### Routing congestion map

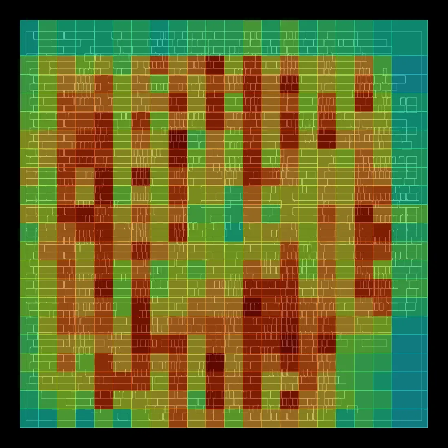
### Placement density heat map

The die is cut into 15 by 15 equal tiles; white is low, dark blue is high, 0 to 100% covered.
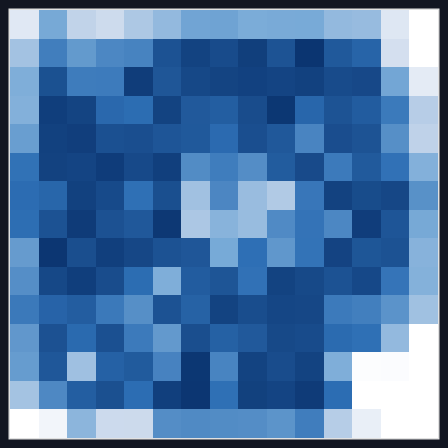
### Wiring by layer

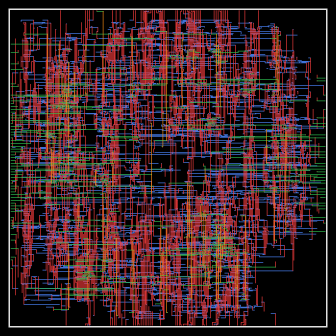
### The metal 2 layer

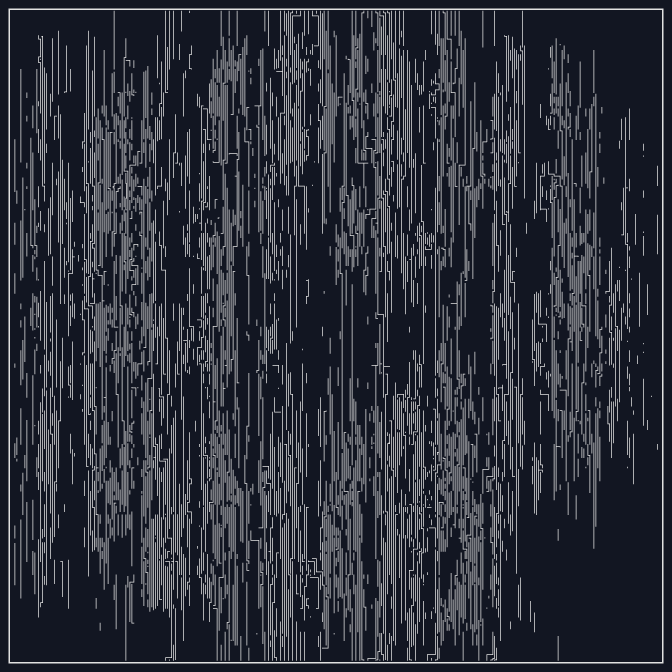
`src/rtl/wb_arbiter_if.sv`:
```
// Execution-unit completion inputs and the single writeback channel
// toward the reorder buffer, grouped as one bundle.
interface wb_arbiter_if #(
    parameter int DATA      = 32,
    parameter int ROB_DEPTH = 16,
    parameter int EXP       = 4,
    parameter int NUM_UNITS = 3
);
    localparam int ROB = $clog2(ROB_DEPTH);

    logic [NUM_UNITS-1:0]      unit_e_;
    logic [NUM_UNITS-1:0]      unit_ready;
    logic [NUM_UNITS*ROB-1:0]  unit_rob_id;
    logic [NUM_UNITS*DATA-1:0] unit_data;
    logic [NUM_UNITS-1:0]      unit_exp_;
    logic [NUM_UNITS*EXP-1:0]  unit_exp_code;
    logic [NUM_UNITS-1:0]      unit_pred_miss_;
    logic [NUM_UNITS-1:0]      unit_jump_miss_;

    logic                      wb_e_;
    logic [ROB-1:0]            wb_rob_id;
    logic [DATA-1:0]           wb_data;
    logic                      wb_exp_;
    logic [EXP-1:0]            wb_exp_code;
    logic                      wb_pred_miss_;
    logic                      wb_jump_miss_;
    logic                      wb_pending;

    modport slave (
        input  unit_e_, unit_rob_id, unit_data, unit_exp_,
        input  unit_exp_code, unit_pred_miss_, unit_jump_miss_,
        output unit_ready,
        output wb_e_, wb_rob_id, wb_data, wb_exp_, wb_exp_code,
        output wb_pred_miss_, wb_jump_miss_, wb_pending
    );

    modport master (
        output unit_e_, unit_rob_id, unit_data, unit_exp_,
        output unit_exp_code, unit_pred_miss_, unit_jump_miss_,
        input  unit_ready,
        input  wb_e_, wb_rob_id, wb_data, wb_exp_, wb_exp_code,
        input  wb_pred_miss_, wb_jump_miss_, wb_pending
    );
endinterface

```
`src/rtl/wb_arbiter.sv`:
```
// Per-unit result FIFOs merged round-robin into one registered
// writeback per cycle toward the reorder buffer.
module wb_arbiter #(
    parameter int DATA       = 32,
    parameter int ROB_DEPTH  = 16,
    parameter int EXP        = 4,
    parameter int NUM_UNITS  = 3,
    parameter int FIFO_DEPTH = 2
) (
    input logic         clk,
    input logic         reset,
    input logic         flush_,
    wb_arbiter_if.slave bus
);
    localparam int ROB = $clog2(ROB_DEPTH);
    localparam int PTR = $clog2(FIFO_DEPTH);
    localparam int CNT = PTR + 1;
    localparam int RRW = $clog2(NUM_UNITS);
    localparam int PW  = ROB + DATA + EXP + 3;

    typedef logic [PW-1:0] pay_t;

    // Payload layout: {rob_id, data, exp_code, exp_, pred_miss_, jump_miss_}
    localparam pay_t RST_PAY = pay_t'(3'b111);

    pay_t                 mem_q [NUM_UNITS][FIFO_DEPTH];
    pay_t                 mem_d [NUM_UNITS][FIFO_DEPTH];
    logic [PTR-1:0]       wp_q  [NUM_UNITS];
    logic [PTR-1:0]       wp_d  [NUM_UNITS];
    logic [PTR-1:0]       rp_q  [NUM_UNITS];
    logic [PTR-1:0]       rp_d  [NUM_UNITS];
    logic [CNT-1:0]       cnt_q [NUM_UNITS];
    logic [CNT-1:0]       cnt_d [NUM_UNITS];
    logic [RRW-1:0]       rr_q, rr_d;
    logic                 wb_e_q, wb_e_d;
    pay_t                 wb_pay_q, wb_pay_d;
    logic                 pend_q, pend_d;

    logic [NUM_UNITS-1:0] rdy, push, pop;
    logic                 found;
    logic [RRW-1:0]       gidx;
    pay_t                 head;
    int                   j;

    always_comb begin
        for (int i = 0; i < NUM_UNITS; i++) begin
            rdy[i]  = !reset && (cnt_q[i] != CNT'(FIFO_DEPTH));
            push[i] = !bus.unit_e_[i] && rdy[i];
        end
    end

    // Round-robin search starting at rr_q, wrapping modulo NUM_UNITS
    always_comb begin
        found = 1'b0;
        gidx  = '0;
        j     = 0;
        for (int k = 0; k < NUM_UNITS; k++) begin
            j = int'(rr_q) + k;
            if (j >= NUM_UNITS) j = j - NUM_UNITS;
            if (!found && cnt_q[j] != '0) begin
                found = 1'b1;
                gidx  = RRW'(j);
            end
        end
        head = mem_q[gidx][rp_q[gidx]];
        for (int i = 0; i < NUM_UNITS; i++)
            pop[i] = found && (gidx == RRW'(i));
    end

    always_comb begin
        mem_d    = mem_q;
        wp_d     = wp_q;
        rp_d     = rp_q;
        cnt_d    = cnt_q;
        rr_d     = rr_q;
        wb_e_d   = 1'b1;
        wb_pay_d = wb_pay_q;
        pend_d   = 1'b0;
        if (!flush_) begin
            for (int i = 0; i < NUM_UNITS; i++) begin
                wp_d[i]  = '0;
                rp_d[i]  = '0;
                cnt_d[i] = '0;
            end
            rr_d = '0;
        end else begin
            for (int i = 0; i < NUM_UNITS; i++) begin
                if (push[i]) begin
                    mem_d[i][wp_q[i]] = {
                        bus.unit_rob_id[i*ROB +: ROB],
                        bus.unit_data[i*DATA +: DATA],
                        bus.unit_exp_code[i*EXP +: EXP],
                        bus.unit_exp_[i],
                        bus.unit_pred_miss_[i],
                        bus.unit_jump_miss_[i]};
                    wp_d[i] = wp_q[i] + PTR'(1);
                end
                if (pop[i]) rp_d[i] = rp_q[i] + PTR'(1);
                cnt_d[i] = cnt_q[i] + CNT'(push[i]) - CNT'(pop[i]);
            end
            if (found) begin
                rr_d     = (gidx == RRW'(NUM_UNITS - 1)) ? '0 : gidx + RRW'(1);
                wb_e_d   = 1'b0;
                wb_pay_d = head;
            end
        end
        for (int i = 0; i < NUM_UNITS; i++)
            if (cnt_d[i] != '0) pend_d = 1'b1;
    end

    always_ff @(posedge clk) begin
        if (reset) begin
            for (int i = 0; i < NUM_UNITS; i++) begin
                wp_q[i]  <= '0;
                rp_q[i]  <= '0;
                cnt_q[i] <= '0;
            end
            rr_q     <= '0;
            wb_e_q   <= 1'b1;
            wb_pay_q <= RST_PAY;
            pend_q   <= 1'b0;
        end else begin
            wp_q     <= wp_d;
            rp_q     <= rp_d;
            cnt_q    <= cnt_d;
            rr_q     <= rr_d;
            wb_e_q   <= wb_e_d;
            wb_pay_q <= wb_pay_d;
            pend_q   <= pend_d;
        end
    end

    // Storage needs no reset: counts gate every read
    always_ff @(posedge clk) begin
        mem_q <= mem_d;
    end

    assign bus.unit_ready = rdy;
    assign bus.wb_e_      = wb_e_q;
    assign bus.wb_pending = pend_q;
    assign {bus.wb_rob_id, bus.wb_data, bus.wb_exp_code,
            bus.wb_exp_, bus.wb_pred_miss_, bus.wb_jump_miss_} = wb_pay_q;
endmodule

```
`src/flat_wrapper.sv`:
```
// flat-port wrapper written by rule: the top's interface ports become plain ports
module wb_arbiter_flat 
#(
    parameter int DATA       = 32,
    parameter int ROB_DEPTH  = 16,
    parameter int EXP        = 4,
    parameter int NUM_UNITS  = 3,
    parameter int FIFO_DEPTH = 2
)
  (clk, reset, flush_, bus_unit_e_, bus_unit_rob_id, bus_unit_data, bus_unit_exp_, bus_unit_exp_code, bus_unit_pred_miss_, bus_unit_jump_miss_, bus_unit_ready, bus_wb_e_, bus_wb_rob_id, bus_wb_data, bus_wb_exp_, bus_wb_exp_code, bus_wb_pred_miss_, bus_wb_jump_miss_, bus_wb_pending);
  wb_arbiter_if #(.DATA(DATA), .ROB_DEPTH(ROB_DEPTH), .EXP(EXP), .NUM_UNITS(NUM_UNITS)) bus_i ();
  input logic clk;
  input logic reset;
  input logic flush_;
  input wire logic [$bits(bus_i.unit_e_)-1:0] bus_unit_e_;
  input wire logic [$bits(bus_i.unit_rob_id)-1:0] bus_unit_rob_id;
  input wire logic [$bits(bus_i.unit_data)-1:0] bus_unit_data;
  input wire logic [$bits(bus_i.unit_exp_)-1:0] bus_unit_exp_;
  input wire logic [$bits(bus_i.unit_exp_code)-1:0] bus_unit_exp_code;
  input wire logic [$bits(bus_i.unit_pred_miss_)-1:0] bus_unit_pred_miss_;
  input wire logic [$bits(bus_i.unit_jump_miss_)-1:0] bus_unit_jump_miss_;
  output wire logic [$bits(bus_i.unit_ready)-1:0] bus_unit_ready;
  output wire logic [$bits(bus_i.wb_e_)-1:0] bus_wb_e_;
  output wire logic [$bits(bus_i.wb_rob_id)-1:0] bus_wb_rob_id;
  output wire logic [$bits(bus_i.wb_data)-1:0] bus_wb_data;
  output wire logic [$bits(bus_i.wb_exp_)-1:0] bus_wb_exp_;
  output wire logic [$bits(bus_i.wb_exp_code)-1:0] bus_wb_exp_code;
  output wire logic [$bits(bus_i.wb_pred_miss_)-1:0] bus_wb_pred_miss_;
  output wire logic [$bits(bus_i.wb_jump_miss_)-1:0] bus_wb_jump_miss_;
  output wire logic [$bits(bus_i.wb_pending)-1:0] bus_wb_pending;
  assign bus_i.unit_e_ = bus_unit_e_;
  assign bus_i.unit_rob_id = bus_unit_rob_id;
  assign bus_i.unit_data = bus_unit_data;
  assign bus_i.unit_exp_ = bus_unit_exp_;
  assign bus_i.unit_exp_code = bus_unit_exp_code;
  assign bus_i.unit_pred_miss_ = bus_unit_pred_miss_;
  assign bus_i.unit_jump_miss_ = bus_unit_jump_miss_;
  assign bus_unit_ready = bus_i.unit_ready;
  assign bus_wb_e_ = bus_i.wb_e_;
  assign bus_wb_rob_id = bus_i.wb_rob_id;
  assign bus_wb_data = bus_i.wb_data;
  assign bus_wb_exp_ = bus_i.wb_exp_;
  assign bus_wb_exp_code = bus_i.wb_exp_code;
  assign bus_wb_pred_miss_ = bus_i.wb_pred_miss_;
  assign bus_wb_jump_miss_ = bus_i.wb_jump_miss_;
  assign bus_wb_pending = bus_i.wb_pending;
  wb_arbiter #(.DATA(DATA), .ROB_DEPTH(ROB_DEPTH), .EXP(EXP), .NUM_UNITS(NUM_UNITS), .FIFO_DEPTH(FIFO_DEPTH)) u_core (.clk(clk), .reset(reset), .flush_(flush_), .bus(bus_i));
endmodule
```
`config.mk`:
```
export PLATFORM = sky130hd
export DESIGN_NAME = wb_arbiter_flat
export DESIGN_NICKNAME = d
export VERILOG_FILES = /design/src/rtl/wb_arbiter_if.sv /design/src/rtl/wb_arbiter.sv /design/src/flat_wrapper.sv
export SDC_FILE = /design/constraint.sdc
export NUM_CORES = 1
export LEC_CHECK = 0
export ABC_AREA = 1
export CORE_MARGIN = 2
export CORE_UTILIZATION = 59
export DETAILED_ROUTE_END_ITERATION = 10
export PLACE_DENSITY = 0.95
export SLEW_MARGIN = 15
export SYNTH_ARGS = -nofsm -noshare
export SYNTH_HDL_FRONTEND = slang
export SYNTH_SLANG_ARGS = --single-unit
```
`constraint.sdc`:
```
create_clock -name clk -period 8.75 [get_ports clk]
set_clock_uncertainty 0.2 [all_clocks]
set_input_delay 1.3125 -clock clk [delete_from_list [all_inputs] [get_ports clk]]
set_output_delay 1.3125 -clock clk [all_outputs]
set_load 0.02 [all_outputs]
```
==> reports/qor.txt <==
max_slew headroom -> 31.8%
Register-to-Register Path Depth -> 18
Slowest-stage cell, CP -> buf_4
Detailed Routing Iterations Pass 1 -> 5
FFs & Latches -> 317
Synth area leader -> edfxtp_1
IO Port Bufs -> 182
critical path fanouts, max -> 88
max-slew violations -> 0
Top Layout Cells -> nand2_1, edfxtp_1, nor2_1, clkdlybuf4s50_1, nand3_1
# hold bufs at CTS -> 0
chip area -> 22900 µm²
Reg clk slew, reported paths -> 0.06 ns
Signal buf overhead -> 12.2%
n_diodes -> 0
CTS tree -> yes
Dominant cell area share -> 60.5%
post-CTS sizing -> 0
DRT iter0 DRCs -> 1123
Cells after DPL -> 1624
Seq area share -> 56.2%
mi-comb count -> 754
Latency at later pin -> 0.55 ns
period utilization -> 53.8%
most used flip-flop cell -> edfxtp_1
outcome -> finished, final reports clean
synthesized instance count -> 1209
Plain + repair buffers -> 197
Crit. End Element -> flip-flop
yosys stat area -> 12800 µm²
Clock Network Area Fraction -> 6.68%
post-DR vias/cell -> 5.74
I/O Pins -> 183
final hold violations -> 0
share of layout cells above drive strength 1 -> 6.12%
area grow syn2layout -> 24.1%
Worst Path Arrival -> 5.00 ns
Max Clock Freq -> 212 MHz
dpl hpwl -> 19100 µm
max-cap violation count -> 0
Root Buffer -> clkbuf_16
CTS H-tree lvls -> 1
Die W -> 151 µm
critical path startpoint -> u_core.rr_q[0]$_SDFFE_PP0N_
top cells by count, synth -> nand2_1, edfxtp_1, nor2_1, nand3_1, inv_1
Mean Syn Cell Area -> 10.6 µm²
TritonCTS Buffers -> 30
most used cell, CP -> nor2_1
reg-to-reg slack, setup -> 4.04 ns
count leader, synth -> nand2_1
logic share of the area -> 20.9%
# nets final -> 1526
most frequent logic cell in the layout -> nand2_1
biggest area cells -> edfxtp_1, dfxtp_1, nand2_1
Post-synth EDFFs -> 258
Largest stage delay, worst path -> 0.60 ns
DRC -> 0
CTS Buffer Depth -> 3
chip height -> 151 µm
Fin Setup TNS -> 0 ns
mapped cell area -> 12800 µm²
floorplan net count -> 1354
post-route ant nets -> 0
Remaining Overflow, GRT -> 0
largest net degree at the start of global routing -> 89
Comb gate area -> 3320 µm²
Startpoint Class -> flip-flop
ys cells -> 1209
WP buf/inv -> 4
# Taps -> 275
tool warnings -> 29
initial antenna violation count -> 0
worst hold margin -> 0.272 ns
global-route wire length before repair -> 49500 µm
-- 'Routing congestion map' (at the start) --
grt met1 use: 34.4%
fin util: 75.1%
grt peak-use layer: met2
DR WL/cell: 19.5 µm

-- 'Placement density heat map' (at the start) --
emptiest ninth of the die = bottom right
nearly empty tiles = 5.3%
mean over tiles = 68%
tiles over 75% full = 52%
fullest tile = 98%
Core Area: 21200 µm²
initial core utilization: 60.5%

-- 'Wiring by layer' (at the start) --
blue -> metal 1  # wire length 11300 µm
orange -> metal 4  # wire length 1470 µm
red -> metal 2  # wire length 16900 µm
green -> metal 3  # wire length 3160 µm
via count: 9642
Tot GR Track Use: 28.7%

-- 'The metal 2 layer' (at the start) --
share of all routed wire = 51%
nets with wire on the layer = 1228
longest straight run = 56.1 µm
wire length on this layer = 16900 µm
final WL: 32800 µm
met2 Track Usage GR: 51.5%

[how the worst min path moves through the flow]
stage                     cells past startpoint                           to                        start
after global placement                        2  u_core.rp_q[1]$_SDFFE_PP0P_  u_core.rp_q[1]$_SDFFE_PP0P_
after detailed placement                      2  u_core.rp_q[0]$_SDFFE_PP0P_  u_core.rp_q[0]$_SDFFE_PP0P_
after CTS                                     2  u_core.rp_q[0]$_SDFFE_PP0P_  u_core.rp_q[0]$_SDFFE_PP0P_
final                                         2  u_core.rp_q[0]$_SDFFE_PP0P_  u_core.rp_q[0]$_SDFFE_PP0P_
after floorplan                               2  u_core.wp_q[2]$_SDFFE_PP0P_  u_core.wp_q[2]$_SDFFE_PP0P_
after global routing                          2  u_core.rp_q[0]$_SDFFE_PP0P_  u_core.rp_q[0]$_SDFFE_PP0P_
[layer usage]
layer | GRT usage [%] | part of all wire (%)
met1 | 34.4 | 34
met5 | 0 | 0
met3 | 4.34 | 9.6
met4 | 12.6 | 4.5
met2 | 51.5 | 51
[cells by family after synthesis]
| logic type | synth area share (%) |
|---|---|
| AND/OR/NAND/NOR | 21.7 |
| flip-flops | 69.8 |
| buffers and inverters | 4.67 |
| AND-OR/OR-AND | 2.64 |
| adder cells (fa/ha/maj) | 0.978 |
| XOR/XNOR | 0.205 |
[per-stage QoR]
stage	setup WS (ns)	area [µm²]
floorplan	3.19	12800
global placement	4.42	14800
detailed placement	4.27	14800
CTS	4.10	15900
global route	3.64	15900
finish	4.04	15900
